`config.mk`:
```
export PLATFORM = sky130hd
export DESIGN_NAME = safety_arm_ctrl
export DESIGN_NICKNAME = d
export VERILOG_FILES = /design/src/rtl/safety_arm_ctrl.sv
export SDC_FILE = /design/constraint.sdc
export NUM_CORES = 1
export LEC_CHECK = 0
export ABC_CLOCK_PERIOD_IN_PS = 7700
export CAP_MARGIN = 25
export CORE_MARGIN = 2
export CORE_UTILIZATION = 30
export CTS_CLUSTER_DIAMETER = 50
export DETAILED_ROUTE_END_ITERATION = 8
export PLACE_DENSITY_LB_ADDON = 0.08
export SYNTH_ARGS = -nofsm -noshare
export SYNTH_HDL_FRONTEND = slang
export SYNTH_SLANG_ARGS = --single-unit
export TNS_END_PERCENT = 50
```
`constraint.sdc`:
```
create_clock -name clk -period 7.7 [get_ports clk]
set_input_delay 1.925 -clock clk [delete_from_list [all_inputs] [get_ports clk]]
set_output_delay 1.925 -clock clk [all_outputs]
set_load 0.05 [all_outputs]
```
`src/rtl/safety_arm_ctrl.sv`:
```
// rtl/safety_arm_ctrl.sv - arm/fault sequencer and active limit registers for the pulse limit checker
module safety_arm_ctrl #(
  parameter int          LIMIT_W      = 32,
  parameter int          ARM_DELAY    = 16,
  parameter int          CLEAR_CYCLES = 4,
  parameter logic [31:0] DEF_PW_LO    = 32'd100,
  parameter logic [31:0] DEF_PW_HI    = 32'd1000,
  parameter logic [31:0] DEF_RATE     = 32'd100000
) (
  input  logic               clk,
  input  logic               rstn,
  input  logic               arm_req,
  input  logic               clear_req,
  input  logic               cfg_wr,
  input  logic [1:0]         cfg_sel,
  input  logic [LIMIT_W-1:0] cfg_data,
  input  logic               pulse_lower_limit_fail,
  input  logic               pulse_upper_limit_fail,
  input  logic               rate_lower_limit_fail,
  output logic               laser_ready,
  output logic               clear_fail,
  output logic [LIMIT_W-1:0] pulse_width_lower_limit,
  output logic [LIMIT_W-1:0] pulse_width_upper_limit,
  output logic [LIMIT_W-1:0] rate_lower_limit,
  output logic [2:0]         state,
  output logic [2:0]         fault_code,
  output logic [15:0]        fault_count,
  output logic               cfg_err
);

  typedef enum logic [2:0] {
    S_IDLE   = 3'd0,
    S_ARMING = 3'd1,
    S_ARMED  = 3'd2,
    S_FAULT  = 3'd3,
    S_CLEAR  = 3'd4
  } state_t;

  // Counter only needs to reach ARM_DELAY-1; CLEAR_CYCLES is always smaller.
  localparam int          CW        = $clog2(ARM_DELAY);
  localparam logic [CW-1:0] ARM_LAST = CW'(ARM_DELAY - 1);
  localparam logic [CW-1:0] CLR_N    = CW'(CLEAR_CYCLES);
  localparam logic [CW-1:0] CLR_LAST = CW'(CLEAR_CYCLES - 1);

  state_t        state_q;
  logic [CW-1:0] cnt;
  logic [2:0]    fails;
  logic          any_fail;
  logic          limits_ok;
  logic          cfg_open;
  logic [15:0]   count_inc;

  assign fails     = {rate_lower_limit_fail, pulse_upper_limit_fail, pulse_lower_limit_fail};
  assign any_fail  = |fails;
  assign limits_ok = (pulse_width_lower_limit <= pulse_width_upper_limit);
  assign cfg_open  = (state_q == S_IDLE) || (state_q == S_FAULT);
  assign count_inc = (fault_count == 16'hFFFF) ? fault_count : fault_count + 16'd1;
  assign state     = state_q;

  // Sequencer: state, phase counter, registered gates and sticky fault record
  always_ff @(posedge clk or negedge rstn) begin
    if (!rstn) begin
      state_q     <= S_IDLE;
      cnt         <= '0;
      laser_ready <= 1'b0;
      clear_fail  <= 1'b0;
      fault_code  <= 3'b000;
      fault_count <= 16'd0;
    end else begin
      laser_ready <= 1'b0;
      clear_fail  <= 1'b0;
      case (state_q)
        S_IDLE: begin
          if (arm_req && !any_fail && limits_ok) begin
            state_q    <= S_ARMING;
            cnt        <= '0;
            clear_fail <= 1'b1;
          end
        end
        S_ARMING: begin
          // Fails reported while the checker is still being cleared are stale.
          if (any_fail && (cnt >= CLR_N)) begin
            state_q     <= S_FAULT;
            fault_code  <= fault_code | fails;
            fault_count <= count_inc;
          end else if (!arm_req) begin
            state_q <= S_IDLE;
          end else if (cnt == ARM_LAST) begin
            state_q     <= S_ARMED;
            laser_ready <= 1'b1;
          end else begin
            cnt        <= cnt + 1'b1;
            clear_fail <= (cnt < CLR_LAST);
          end
        end
        S_ARMED: begin
          if (any_fail) begin
            state_q     <= S_FAULT;
            fault_code  <= fault_code | fails;
            fault_count <= count_inc;
          end else if (!arm_req) begin
            state_q <= S_IDLE;
          end else begin
            laser_ready <= 1'b1;
          end
        end
        S_FAULT: begin
          fault_code <= fault_code | fails;
          // Host must drop arm_req before a clear is honoured.
          if (clear_req && !arm_req) begin
            state_q    <= S_CLEAR;
            cnt        <= '0;
            clear_fail <= 1'b1;
          end
        end
        S_CLEAR: begin
          if (cnt == CLR_LAST) begin
            if (any_fail) begin
              state_q    <= S_FAULT;
              fault_code <= fault_code | fails;
            end else begin
              state_q    <= S_IDLE;
              fault_code <= 3'b000;
            end
          end else begin
            cnt        <= cnt + 1'b1;
            clear_fail <= 1'b1;
          end
        end
        default: begin
          state_q <= S_IDLE;
        end
      endcase
    end
  end

  // Limit registers: writable only while the laser cannot be enabled
  always_ff @(posedge clk or negedge rstn) begin
    if (!rstn) begin
      pulse_width_lower_limit <= LIMIT_W'(DEF_PW_LO);
      pulse_width_upper_limit <= LIMIT_W'(DEF_PW_HI);
      rate_lower_limit        <= LIMIT_W'(DEF_RATE);
      cfg_err                 <= 1'b0;
    end else begin
      cfg_err <= 1'b0;
      if (cfg_wr) begin
        if (cfg_open && (cfg_sel != 2'd3)) begin
          case (cfg_sel)
            2'd0:    pulse_width_lower_limit <= cfg_data;
            2'd1:    pulse_width_upper_limit <= cfg_data;
            2'd2:    rate_lower_limit        <= cfg_data;
            default: cfg_err                 <= 1'b1;
          endcase
        end else begin
          cfg_err <= 1'b1;
        end
      end
    end
  end

endmodule

```
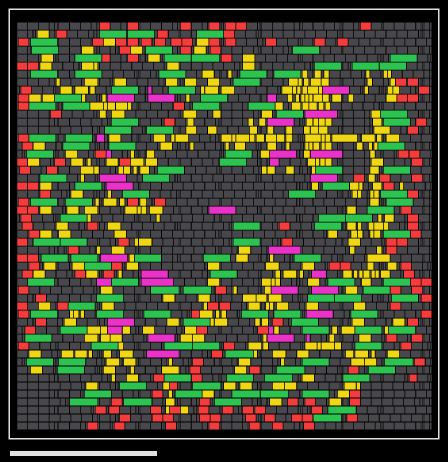
**Above:** placed cells, one colour a class.
Scale bar: 50 um. Fill, decap, tap and diode cells in grey.
- green: registers (cells 125)
- red: remaining buffers and delay cells (cells 165)
- magenta: clock drivers and dummy loads (cells 32)
- yellow: remaining logic cells (cells 346)
Seq area share: 36.68%
Core Box Area: 0.01959 mm2
Final Instance Area: 0.008579 mm2

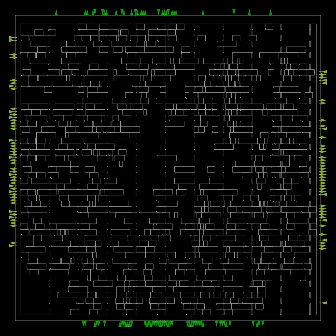
**Above:** cell outlines without signal wires.
Flops: 125
Fill cells: 1,862
tap cells: 265

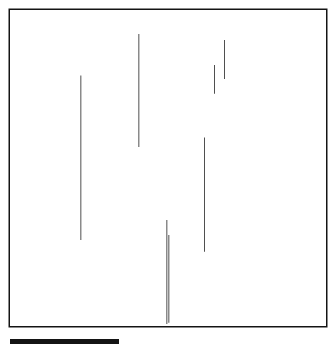
**Above:** met4 routing.
Scale bar: 50 um.
- longest straight run: 75.5 um
- wire length on this layer: 298 um
via count: 4,411
WL final: 15,620 um

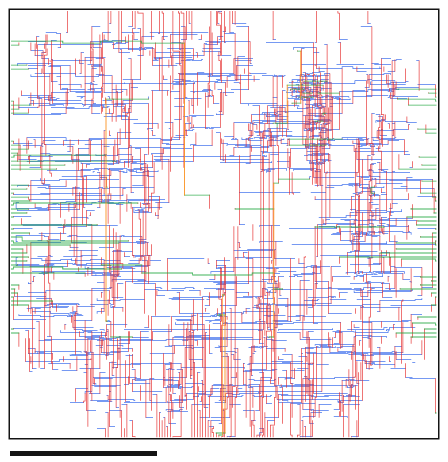
**Above:** signal wires by layer.
Scale bar: 50 um.
- red: M2 (wire length 7,430 um)
- green: M3 (wire length 1,060 um)
- blue: M1 (wire length 6,840 um)
- orange: M4 (wire length 298 um)
WL/cell: 16.74 um
Overall Global Routing Usage: 15.32%

==> metrics by stage <==
stage	std cells	hold WS (ps)
final	933	482.8
after global routing	933	502.7
after CTS	933	486.8
after detailed placement	901	479.0
after global placement	901	482.8
after floorplan	486	478.7
==> state kept, by name (all words and copies together), names as in the netlist <==
name,count
state,3
cfg_err,1
cnt,4
laser_ready,1
pulse_width_lower_limit,32
rate_lower_limit,32
fault_code,3
clear_fail,1
fault_count,16
pulse_width_upper_limit,32
==> layout by cell type (no fill, tap or decap), types with 3 or more instances in the layout <==
cell type / instances
a21o_1: 3
a21oi_1: 19
a221o_1: 3
and2_1: 5
buf_4: 4
bufinv_16: 5
clkbuf_16: 17
clkbuf_8: 3
clkdlybuf4s50_1: 161
dfrtp_1: 110
dfstp_2: 15
ha_1: 34
inv_1: 38
mux2_2: 95
nand2_1: 25
nand2b_1: 6
nand3_1: 14
nand4_1: 6
nor2_1: 18
nor2b_1: 4
nor3_1: 4
nor4_1: 5
o21ai_0: 5
o31ai_1: 3
xnor2_1: 9
xor2_1: 6
==> final timing paths <==
| path | start | to | slack [ps] |
|---|---|---|---|
| max | state[2]$_DFFE_PN0P_ | state[2] | 3780 |
| min | fault_count[8]$_DFFE_PN0P_ | fault_count[8]$_DFFE_PN0P_ | 480 |
| max reg2reg | state[1]$_DFFE_PN0P_ | rate_lower_limit[27]$_DFFE_PN0P_ | 4540 |
| min reg2reg | fault_count[8]$_DFFE_PN0P_ | fault_count[8]$_DFFE_PN0P_ | 480 |
| max in group asynchronous | rstn | pulse_width_upper_limit[10]$_DFFE_PN0P_ | 4710 |
| min in group asynchronous | rstn | pulse_width_upper_limit[11]$_DFFE_PN0P_ | 1570 |
==> run_results.csv <==
group,metric,value,unit
sta,hold_viol,0,
sta,setup_viol_count_final,0,
cells_and_area,diodes,0,
clock_network,hold_buffers,0,
synthesis,syn_area,0.006012,mm2
status,run_status,"completed",
worst_setup_path,critPathCaptureType,"output port",
route,wl_met1,6835,um
synthesis,top_cell,"dfrtp_1",
synthesis,fa_ha_area_share,7.076,%
sta,timing.final.crit_period,3918,ps
synthesis,edf_count,0,
synthesis,xor_share,2.185,%
grt,grt_use_met1,19.42,%
cells_and_area,area_growth,42.71,%
flow_run,cap_violations,0,
cells_and_area,final-clk-cell-share,7.686,%
grt,grt_util_met3,4.734,%
synthesis,yosysSeqAreaShare,52.34,%
die,fp_util,30.69,%
sta,fin_ws,3782,ps
die,chipWidth,145.6,um
die,die_area,0.02119,mm2
placement,post_dp_cell_area,0.007920,mm2
die,core.rowCount,51,
synthesis,synth.distinct_cells,57,
